Design inst_prefetch_buf, sky130hd; sources not shown.
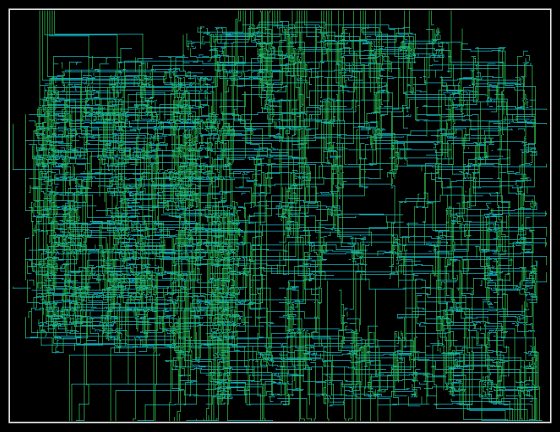
Fig. 1. Metal layers overlaid.
Only two layers are drawn.
M1 -> cyan  # wire length 17000 µm
M2 -> green  # wire length 18900 µm
final WL: 40900 µm
via count: 12000

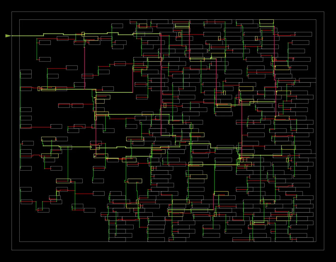
Fig. 2. The clock network.
# clock sinks: 329
Clock buffer cells: 43

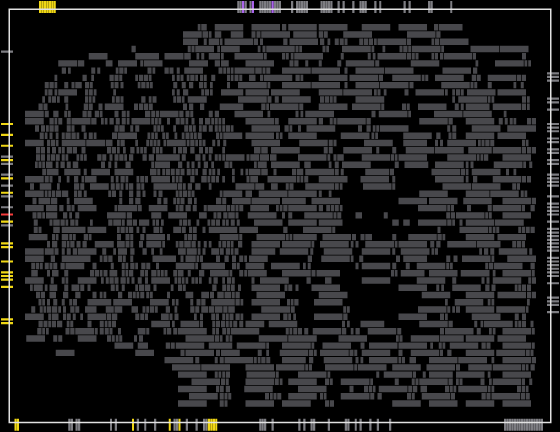
Fig. 3. Pin placement.
Pins as bars across the die edge, other pins in gray.
mem_ack_i -> red  # pins 1, direction input, edge left
count_o -> purple  # pins 3, direction output, edge top
redirect_pc_i -> yellow  # pins 32, direction input, edge 16 left, 9 bottom, 7 top
all pins by edge = 56 bottom, 46 top, 43 right, 25 left
chip height: 155 µm
Die X: 203 µm
port buffer count: 0

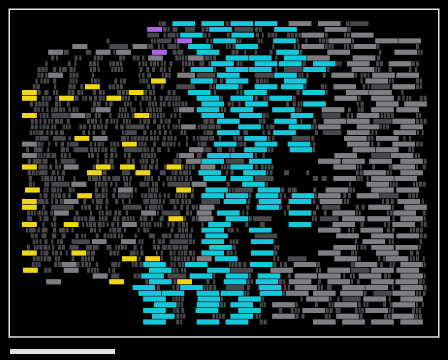
Fig. 4. Register map, names as in the netlist.
Scale bar: 50 µm. Other sequential cells in the stronger gray, the rest of the logic in the fainter gray.
fetch_pc_reg -> yellow  # flops 32
pc_mem -> cyan  # flops 128, where a column down the middle
count_o -> purple  # flops 3
final core utilization: 60.1%
Sequential Power: 0.999 mW
register area: 9150 µm²
flop share of the area: 54.8%

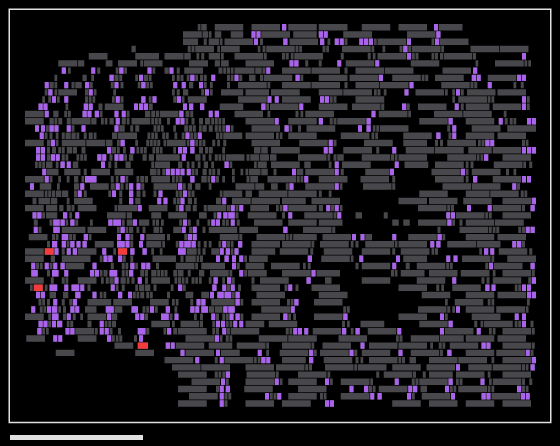
Fig. 5. Logic cells by family.
Scale bar: 50 µm.
non-inverting ao/oa cells -> red  # cells 4
aoi and oai cells -> purple  # cells 459, where spread over the die
fraction of area in multi-input gates: 32.8%
most common cell after layout, fill and taps aside: nor2_1

==> impl_metrics.tcl <==
# implementation run metrics
set metrics [dict create \
    cts.htree.levels 2 \
    status "complete, no violations" \
    crit_path_cell_trace "clkinv_2 > buf_4 > o21ai_0 > a21oi_1" \
    simple_gate_area_share_pct 18.3 \
    clock_latency_ns 0.52 \
    yosysTopAreaCell "edfxtp_1" \
    leakage_nw 5.93 \
    rows 53 \
    top_cell_area_share_pct 50.1 \
    synth_xor_xnor_area_share_pct 0.619 \
    synth-main-ff-cell "edfxtp_1" \
    synthArstFlopShare_pct 0 \
    worstPathArrival_ns 3.49 \
    cts_buffer_depth 3 \
    gp_congestion 0.908 \
    drt_first_pass_iters 5 \
    fp-utilization_pct 55.3 \
    crit_path_end_kind "output pin" \
    r2r_cells 16 \
    cp_max_fo 72 \
    finalSetupViolCount 0 \
    ys_cells 1677 \
    path_clk_slew_ns 0.06 \
    diodes 0 \
    area_growth_pct 8.71 \
    drive_gt1_share_pct 7.04 \
    cts_tree "done" \
    rsz0062_at_grt "no" \
    whs_path_depth 2 \
    ys_ff 329 \
    avgSynthCellArea_um2 9.16 \
    cts_hold_buf 0 \
    aoi_share_pct 15.7 \
    wl_per_cell_um 20.3 \
    worst_pin_slew_ns 1.24 \
    numCtsBuffers 34 \
    globalRouteOverflowTotal 0 \
    finalHoldViolCount 0 \
    yosysUniqueCellTypes 43 \
    adder_share_pct 0.782 \
    vdd_ir_drop_max_v 0.000119 \
    fin_tns_setup_ns 0 \
    cts_resized 0 \
    ys_area_um2 15400 \
    syn_inst 1677 \
    final.min_clock_period_ns 7.36 \
    worst_clock_skew_ns 0.0177 \
    synth_seq_share_pct 59.6 \
    slowest_stage "a21oi_1" \
    relSlewSlack_pct 17.6 \
    fillCellCount 2317 \
    viasPerCell 5.94 \
    antenna_left 0 \
    grt_pass1_vias 11200 \
    worst-setup-path-type "flip-flop to output pin" \
    hold_path.class "flip-flop to flip-flop" \
    gr-usage-all-layers_pct 25.5 \
    drc_errors 0 \
    topCombFamilyByArea "simple AND/OR/NAND/NOR gates" \
    mux_area_share_pct 0 \
    p_per_area_nw_per_um2 130 \
    num_io_pins 170 \
    topCellsByArea "edfxtp_1 (50%), dfxtp_1 (9.5%), nor2_1 (8.2%), a21oi_1 (7.1%), o21ai_0 (6.4%)" \
    drt_iter0_markers 1123 \
    timing.final.ws_setup_ns 11.99 \
    crit_required_ns 15.48 \
    root_buffer "clkbuf_16" \
    fin_crit_sh_pct 38.0 \
    grt_pass1_wl_um 63500 \
    place_hpwl_um 23700 \
    antenna_found_initial 0 \
    edf_count 256 \
    drv_cap 0 \
    core-area_um2 27800 \
    warning_count 32 \
    dp_slack_ns 11.82 \
    max_freq_mhz 136 \
    critical-path-max-stage-delay_ns 0.97 \
    final_nets 1717 \
    synthesis.nets 1755 \
    reg2reg_slack_ns 14.45 \
    worstSetupStartpointType "flip-flop" \
    slew_viol_final 0 \
    syn-cell-area_um2 15400 \
    yosys_warnings 0 \
    dieArea_um2 31400 \
    post-cts-setup-buffers 0 \
    grt_max_degree 82 \
]
## cell usage after synthesis, types with 3 or more instances
library cell and instances:
nor2_1 337, edfxtp_1 256, nand2_1 255, a21oi_1 217, o21ai_0 196, dfxtp_1 73, inv_1 63, clkbuf_1 57
nand3_1 40, o21ai_1 19, buf_1 18, nor3_1 18, buf_2 17, nand4_1 16, a211oi_1 8, ha_1 8
buf_6 7, inv_2 7, xnor2_1 7, nand2_2 6, nor2_2 5, o211ai_1 5, o221ai_1 5, buf_4 4
nor2_4 4, o22ai_1 4, and2_1 3, inv_4 3
## layout by cell type, fill, tap and decap left out, types with 4 or more instances in the layout
| master | n |
|---|---|
| a211oi_1 | 8 |
| a21oi_1 | 217 |
| buf_4 | 29 |
| bufinv_16 | 4 |
| clkbuf_1 | 7 |
| clkbuf_16 | 35 |
| clkinv_1 | 8 |
| clkinv_2 | 4 |
| dfxtp_1 | 71 |
| edfxtp_1 | 256 |
| ha_1 | 8 |
| inv_1 | 61 |
| inv_2 | 8 |
| nand2_1 | 255 |
| nand2_2 | 6 |
| nand3_1 | 40 |
| nand4_1 | 16 |
| nor2_1 | 336 |
| nor2_2 | 5 |
| nor2_4 | 5 |
| nor3_1 | 14 |
| nor3_2 | 4 |
| o211ai_1 | 5 |
| o21ai_0 | 196 |
| o21ai_1 | 19 |
| o221ai_1 | 5 |
| o22ai_1 | 4 |
| xnor2_1 | 7 |
## through the flow
| stage | util [%] | total power [mW] | hold slack (ns) | cell area, µm² | cells |
|---|---|---|---|---|---|
| 6_report | 60.1 | 2.18 | 0.463 | 16700 | 2020 |
| 5_1_grt | 60.1 | 2.29 | 0.481 | 16700 | 2020 |
| 4_1_cts | 60.1 | 2.18 | 0.464 | 16700 | 2020 |
| 3_5_place_dp | 56.1 | 1.53 | 0.453 | 15600 | 1960 |
| 3_3_place_gp | 56.1 | 1.51 | 0.451 | 15600 | 1960 |
| 2_1_floorplan | - | 1.39 | 0.442 | 15400 | 1677 |
## area by class of cell
class | instances | area (µm²) | share of cell area (%)
clock buffers | 43 | 916 | 5.49
clock inverters | 17 | 199 | 1.19
inverters | 74 | 287 | 1.72
multi-input cells | 1171 | 5480 | 32.8
flip-flops and latches | 329 | 9150 | 54.8
well taps | 357 | 447 | 2.68
repair buffers | 29 | 218 | 1.30
## power breakdown
group,leakage [nW],total (mW),internal [mW],switching [mW]
sequential,2.93,0.999,0.850,0.149
clock,0.540,0.654,0.390,0.265
combinational,2.46,0.525,0.155,0.370
total,5.93,2.18,1.39,0.784
## worst max-delay path, delay by kind of cell (launching register included)
kind / cells / cell delay [ns]
AOI/OAI and AO/OA: 2 / 1.17
buffers and inverters: 2 / 1.25
DFF: 1 / 0.50
## routing by layer
layer	global-route usage [%]	up-vias	wire, µm	share of wire [%]
li1	-	5713	-	-
met1	35.1	5670	17000	42
met2	40.8	563	18900	46
met3	6.23	58	4040	9.9
met4	7.30	0	914	2.2
met5	0	-	0	0
## cell families after synthesis
group	count (synthesis)
AND/OR/NAND/NOR	689
XOR/XNOR	10
AND-OR/OR-AND	463
buffers and inverters	177
adder cells (fa/ha/maj)	9
flip-flops	329
Power is estimated from default activity; no workload was simulated.
